**Run 1: drive-strength map**

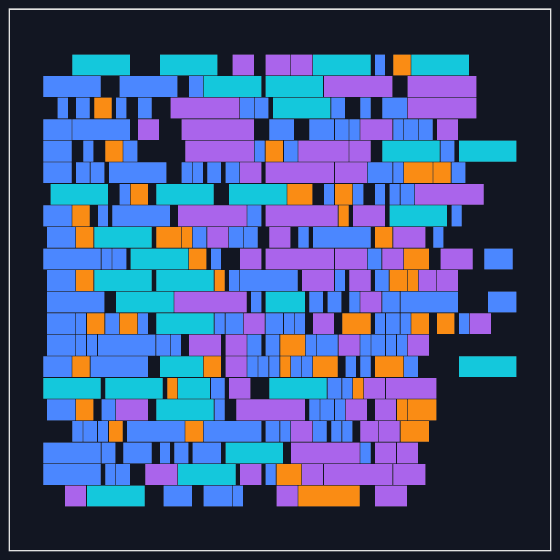
**Run 1: gate-type map**

Bar = 20 µm.
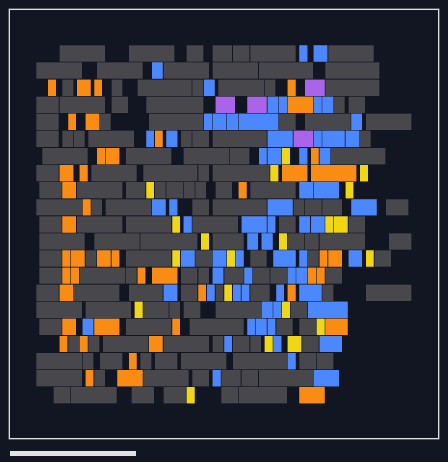
**Run 1: routing congestion map**

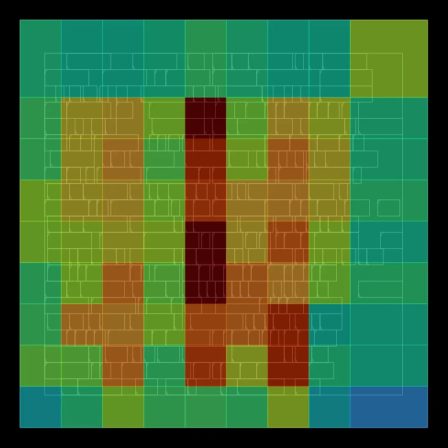
===== config.mk =====
export PLATFORM = sky130hd
export DESIGN_NAME = chord_sequencer
export DESIGN_NICKNAME = d
export VERILOG_FILES = /design/src/rtl/chord_seq_pkg.sv /design/src/rtl/chord_sequencer.sv
export SDC_FILE = /design/constraint.sdc
export NUM_CORES = 1
export LEC_CHECK = 0
export ABC_AREA = 1
export CORE_MARGIN = 4
export CORE_UTILIZATION = 40
export CTS_CLUSTER_DIAMETER = 60
export CTS_CLUSTER_SIZE = 28
export DETAILED_ROUTE_END_ITERATION = 7
export PLACE_DENSITY = 0.73
export SYNTH_ARGS = -nofsm -noshare
export SYNTH_HDL_FRONTEND = slang
export SYNTH_SLANG_ARGS = --single-unit

===== constraint.sdc =====
create_clock -name clk -period 1.32 [get_ports clk]
set_input_delay 0.264 -clock clk [delete_from_list [all_inputs] [get_ports clk]]
set_output_delay 0.264 -clock clk [all_outputs]
set_load 0.1 [all_outputs]

===== src/rtl/chord_seq_pkg.sv =====
// Shared types and song-ROM field layout for the chord sequencer.
package chord_seq_pkg;

  typedef enum logic [2:0] {
    S_IDLE,
    S_FETCH,
    S_WAIT,
    S_LOAD,
    S_GAP,
    S_PLAY,
    S_DONE
  } seq_state_t;

  localparam int LAST_BIT = 15;
  localparam int NOTE_MSB = 14;
  localparam int NOTE_LSB = 9;
  localparam int DUR_MSB  = 8;
  localparam int DUR_LSB  = 3;

  localparam logic [5:0] END_DURATION = 6'd0;

endpackage


===== src/rtl/chord_sequencer.sv =====
// Walks the song ROM and loads each chord into the player; all outputs registered, 4 cycles per note.
// play=0 pauses in place; CHORD_SEQ_LOOP_EN restarts the song from address 0 instead of stopping.
module chord_sequencer
  import chord_seq_pkg::*;
#(
  parameter int ADDR_W    = 7,
  parameter int MAX_NOTES = 3
) (
  input  logic              clk,
  input  logic              reset,
  input  logic              play,
  input  logic [15:0]       rom_data,
  input  logic              note_done,
  output logic [ADDR_W-1:0] rom_addr,
  output logic [5:0]        note_to_load,
  output logic [5:0]        duration,
  output logic              load_new_note,
  output logic              activate,
  output logic [1:0]        chord_size,
  output logic              song_done
);

  localparam logic [1:0]        MAX_CS   = 2'(MAX_NOTES);
  localparam logic [ADDR_W-1:0] ADDR_MAX = '1;
  localparam logic [ADDR_W-1:0] ADDR_ONE = ADDR_W'(1);

  seq_state_t        state, state_nxt;
  logic [ADDR_W-1:0] addr_nxt;
  logic [5:0]        note_nxt, dur_nxt;
  logic [1:0]        size_nxt;
  logic              load_nxt, act_nxt, done_nxt;
  logic              last_q, last_nxt, end_q, end_nxt;

  logic [5:0] rom_note, rom_dur;
  logic       rom_last, unused_rsvd;

  assign rom_note    = rom_data[NOTE_MSB:NOTE_LSB];
  assign rom_dur     = rom_data[DUR_MSB:DUR_LSB];
  assign rom_last    = rom_data[LAST_BIT];
  assign unused_rsvd = ^rom_data[2:0];

  always_comb begin
    state_nxt = state;
    addr_nxt  = rom_addr;
    note_nxt  = note_to_load;
    dur_nxt   = duration;
    size_nxt  = chord_size;
    load_nxt  = 1'b0;
    act_nxt   = 1'b0;
    done_nxt  = song_done;
    last_nxt  = last_q;
    end_nxt   = end_q;
    unique case (state)
      S_IDLE:  if (play) state_nxt = S_FETCH;
      S_FETCH: if (play) state_nxt = S_WAIT;
      S_WAIT: begin
        if (play) begin
          if (rom_dur == END_DURATION) begin
            if (chord_size == 2'd0) begin
              state_nxt = S_DONE;
              done_nxt  = 1'b1;
            end else begin
              state_nxt = S_PLAY;
              act_nxt   = 1'b1;
              end_nxt   = 1'b1;
            end
          end else begin
            note_nxt  = rom_note;
            dur_nxt   = rom_dur;
            last_nxt  = rom_last;
            size_nxt  = chord_size + 2'd1;
            load_nxt  = 1'b1;
            state_nxt = S_LOAD;
          end
        end
      end
      // A strobe cut short by a pause is reissued before moving on.
      S_LOAD: begin
        if (play) begin
          if (load_new_note) state_nxt = S_GAP;
          else               load_nxt  = 1'b1;
        end
      end
      S_GAP: begin
        if (play) begin
          if (last_q || chord_size == MAX_CS) begin
            state_nxt = S_PLAY;
            act_nxt   = 1'b1;
          end else if (rom_addr == ADDR_MAX) begin
            state_nxt = S_PLAY;
            act_nxt   = 1'b1;
            end_nxt   = 1'b1;
          end else begin
            addr_nxt  = rom_addr + ADDR_ONE;
            state_nxt = S_FETCH;
          end
        end
      end
      // Completion is consumed even if play falls in the same cycle.
      S_PLAY: begin
        if (note_done) begin
          size_nxt = 2'd0;
          if (end_q || rom_addr == ADDR_MAX) begin
            state_nxt = S_DONE;
            done_nxt  = 1'b1;
          end else begin
            addr_nxt  = rom_addr + ADDR_ONE;
            state_nxt = S_FETCH;
          end
        end else begin
          act_nxt = play;
        end
      end
      S_DONE: begin
`ifdef CHORD_SEQ_LOOP_EN
        if (play) begin
          addr_nxt  = '0;
          size_nxt  = 2'd0;
          end_nxt   = 1'b0;
          done_nxt  = 1'b0;
          state_nxt = S_FETCH;
        end
`else
        done_nxt = 1'b1;
`endif
      end
      default: state_nxt = S_IDLE;
    endcase
  end

  always_ff @(posedge clk) begin
    if (reset) begin
      state         <= S_IDLE;
      rom_addr      <= '0;
      note_to_load  <= 6'd0;
      duration      <= 6'd0;
      chord_size    <= 2'd0;
      load_new_note <= 1'b0;
      activate      <= 1'b0;
      song_done     <= 1'b0;
      last_q        <= 1'b0;
      end_q         <= 1'b0;
    end else begin
      state         <= state_nxt;
      rom_addr      <= addr_nxt;
      note_to_load  <= note_nxt;
      duration      <= dur_nxt;
      chord_size    <= size_nxt;
      load_new_note <= load_nxt;
      activate      <= act_nxt;
      song_done     <= done_nxt;
      last_q        <= last_nxt;
      end_q         <= end_nxt;
    end
  end

endmodule


==> impl_metrics.csv, run 1 <==
group,metric,value,unit
cells_and_area,sequential_area,627,µm²
timing,crit_path_setup_slack_layout,-68.3,ps
detailed_routing,met1_length,1750,µm
timing,rsz0062_at_grt,"true",
outcome,status,"finished with violations",
timing,clock.fmax,720,MHz
placement,pre_cts_slack,-325,ps
outcome,failed_checks,"negative setup slack",
critical_path,reg2reg_slack,-60,ps
critical_path,critPathBufInv,2,
floorplanning,fp.dieArea,0.00464,mm²
cells_and_area,fin_cells,328,
timing,timing_max_transition_violations_final,0,
detailed_routing,route.detailed.vias_per_inst,5.20,
power,powerComb,0.697,mW
yosys,fp_nets,229,
yosys,yosysTopAreaCellShare,0.401,
global_routing,global_route_layer_with_the_greatest_usage,"met2",
cells_and_area,inv_count,20,
power,power_report.internal_total,1.43,mW
floorplanning,fp.coreArea,0.00342,mm²
critical_path,crit_start,"rom_data[4]",
critical_path,rr_endpoint,"rom_addr[4]$_SDFFE_PP0P_",
cts,cts_hold_buffers,0,
critical_path,timing.setup.critical_path_class,"primary input to flop",
cells_and_area,num-clock-buffers,6,
yosys,postSynthSeqShare,0.401,
timing,final.min_clock_period,1390,ps
yosys,yosysUniqueCellTypes,26,
critical_path,reg2reg_from,"chord_size[0]$_SDFFE_PP0P_",
critical_path,slowest_delay,470,ps
flow_run,openroad.warnings,33,
detailed_routing,wl_met3,461,µm
yosys,syn_inst,206,
timing,setup_violations,13,
yosys,ys_chip_area,0.00145,mm²
yosys,ys.warnings.count,0,
yosys,post_synth_ao_oa_area_fraction,0.127,
power,power.sequential.total,0.954,mW
power,pwr_cell_area,820,mW/mm²
critical_path,crit_path_cell_trace,"clkdlybuf4s50_1 > nor2_1 > nand3_1 > buf_4 > o21ai_2 > nand4_1 > a21oi_2",
critical_path,critical_path_rt,1590,ps
yosys,yosys_top_cell_by_area,"dfxtp_1",
cells_and_area,comb_area_frac,0.361,
cells_and_area,layout.filler_cells,205,
yosys,synth-main-ff-cell,"dfxtp_1",
placement,finalWeightedCongestion,0.861,
placement,placedCellCount,315,
-- 'drive-strength map' (at the start) --
drive 6 and up: drawn in cyan, cells 30, most used buf_12. drive 2: drawn in orange, cells 42, most used nor2_2. drive 1 or less: drawn in blue, cells 146, most used nand2_1. drive 3 to 4: drawn in purple, cells 64, most used buf_4.

-- 'gate-type map' (at the start) --
NOR gates: drawn in orange, cells 45. NAND gates: drawn in blue, cells 65. XOR/XNOR gates: drawn in purple, cells 4. inverters: drawn in yellow, cells 20.

-- 'routing congestion map' (at the start) --
met3 usage in global routing: 0.0805
global-route met2 utilization: 0.315
share of the core filled with cells: 0.795

**Run 1: the metal 3 layer**

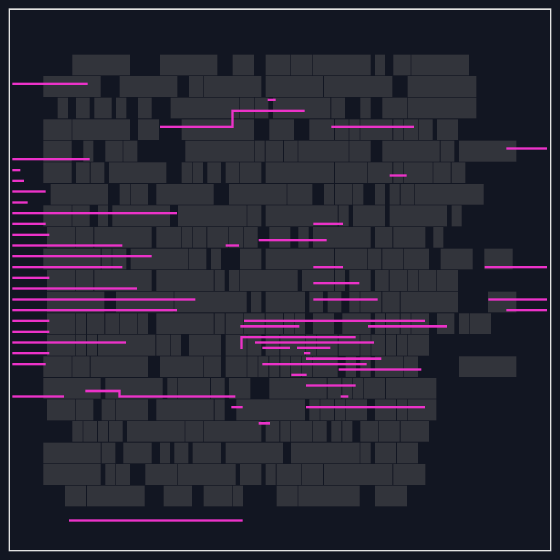

==> run 2, diff against run 1 <==
Settings changed: PLACE_DENSITY 0.73 to 0.75, REMOVE_ABC_BUFFERS from default to 1.
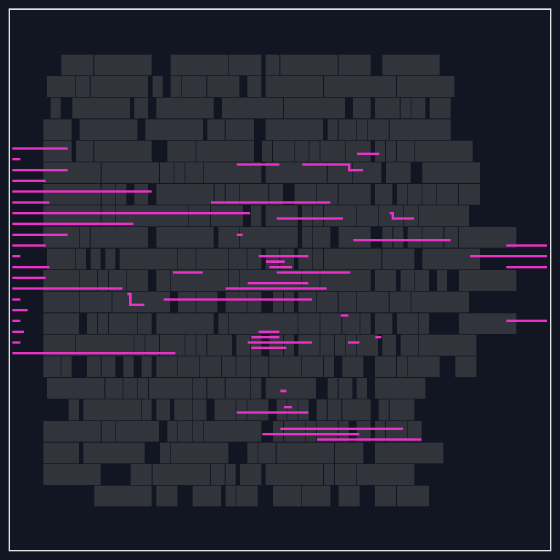
**Above:** run 2 (the metal 3 layer).
44 nets have wire on it. The layer carries 354 µm of wire. The wires run mostly horizontal. The longest straight run is 29.7 µm. The layer holds 6.7% of the routed length.
Via Count: 1,796
met3 usage in global routing: 0.0591
total wire length: 5290 µm

==> run 2 against run 1 <==
The flow still finishes with violations (negative setup slack). Synthesized area did not move. Sequential cell count stayed put. Count of clock-buffer cells in the layout is the same.
==> impl_metrics.csv, run 2 <==
group,metric,value,unit
critical_path,timing.setup.critical_path_class,"flop to flop",
cts,cts_hold_buffers,0,
power,power.sequential.total,0.969,mW
critical_path,crit_path_cell_trace,"inv_4 > nand2_4 > buf_4 > inv_1 > nand2_1 > o21ai_0 > nor2_1 > nand3_1 > a21oi_1",
critical_path,crit_start,"state[2]$_SDFFE_PP0P_",
timing,final.min_clock_period,1420,ps
placement,pre_cts_slack,-308,ps
outcome,status,"finished with violations",
yosys,yosys_top_cell_by_area,"dfxtp_1",
floorplanning,fp.coreArea,0.00342,mm²
cells_and_area,inv_count,20,
outcome,failed_checks,"negative setup slack",
detailed_routing,wl_met3,353,µm
flow_run,openroad.warnings,31,
yosys,ys_chip_area,0.00145,mm²
yosys,post_synth_ao_oa_area_fraction,0.127,
cells_and_area,layout.filler_cells,172,
placement,placedCellCount,324,
timing,setup_violations,12,
yosys,yosysUniqueCellTypes,26,
placement,finalWeightedCongestion,0.824,
critical_path,critical_path_rt,1540,ps
critical_path,critPathBufInv,3,
critical_path,rr_endpoint,"end_q$_SDFFE_PP0P_",
cells_and_area,fin_cells,339,
floorplanning,fp.dieArea,0.00464,mm²
cells_and_area,comb_area_frac,0.354,
timing,crit_path_setup_slack_layout,-98.1,ps
cells_and_area,num-clock-buffers,6,
cells_and_area,postLayoutCoreUtil,0.817,
yosys,postSynthSeqShare,0.401,
yosys,syn_inst,206,
global_routing,grt_use_met2,0.383,
**Run 2: routing congestion map**

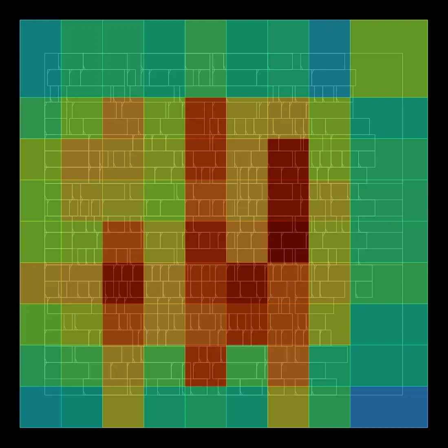

==> run 3, diff against run 2 <==
Settings changed: CORE_ASPECT_RATIO from default to 0.7.
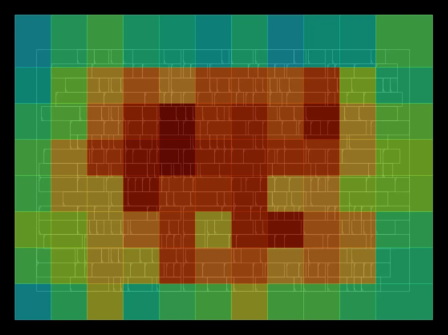
**Above:** run 3 (routing congestion map).
wire per inst: 20.9 µm
global-route met2 utilization: 0.386

==> run 3 against run 2 <==
The run still ends with negative setup slack left. Worst hold slack improved by 51 ps. First-iteration DRC count rose by 140%. Sequential power barely moved. Global-route usage rose by 3.3 points. Final cell count did not move. Die size rose by 0.33%. Setup slack got worse by 170 ps. Sequential share of layout area fell by 0.84 points. Sequential cell count did not move. Critical endpoint is now state[2]$_SDFFE_PP0P_.
==> impl_metrics.csv, run 3 <==
group,metric,value,unit
floorplanning,fp.coreArea,0.00330,mm²
floorplanning,fp.dieArea,0.00466,mm²
detailed_routing,wl_met3,837,µm
power,power_report.internal_total,1.59,mW
outcome,failed_checks,"negative setup slack",
cells_and_area,layout.filler_cells,140,
yosys,ys.warnings.count,0,
placement,finalWeightedCongestion,0.910,
global_routing,grtUsageMet3,0.0841,
outcome,status,"finished with violations",
cells_and_area,fin_cells,339,
yosys,postSynthSeqShare,0.401,
timing,crit_path_setup_slack_layout,-267,ps
yosys,yosys_top_cell_by_area,"dfxtp_1",
timing,clock.fmax,630,MHz
critical_path,critPathBufInv,0,
critical_path,crit_path_cell_trace,"ha_2 > or2_4 > o21ai_1 > nand3_1 > nand2_1 > a21oi_1",
critical_path,slowest_delay,390,ps
cells_and_area,postLayoutCoreUtil,0.879,
placement,pre_cts_slack,-344,ps
critical_path,rr_endpoint,"state[2]$_SDFFE_PP0P_",
cts,cts_hold_buffers,0,
global_routing,global_route_layer_with_the_greatest_usage,"met2",
cells_and_area,sequential_area,594,µm²
timing,rsz0062_at_grt,"true",
yosys,yosysTopAreaCellShare,0.401,
detailed_routing,route.detailed.vias_per_inst,5.98,
timing,final.min_clock_period,1590,ps
yosys,syn_inst,206,
cells_and_area,inv_count,20,
yosys,post_synth_ao_oa_area_fraction,0.127,
detailed_routing,via_count,2027,
cells_and_area,comb_area_frac,0.364,
yosys,yosysUniqueCellTypes,26,
critical_path,reg2reg_from,"chord_size[0]$_SDFFE_PP0P_",
power,power.sequential.total,0.970,mW
timing,setup_violations,30,
detailed_routing,postRouteWirelength,7070,µm
Power is estimated from default activity; no workload was simulated.
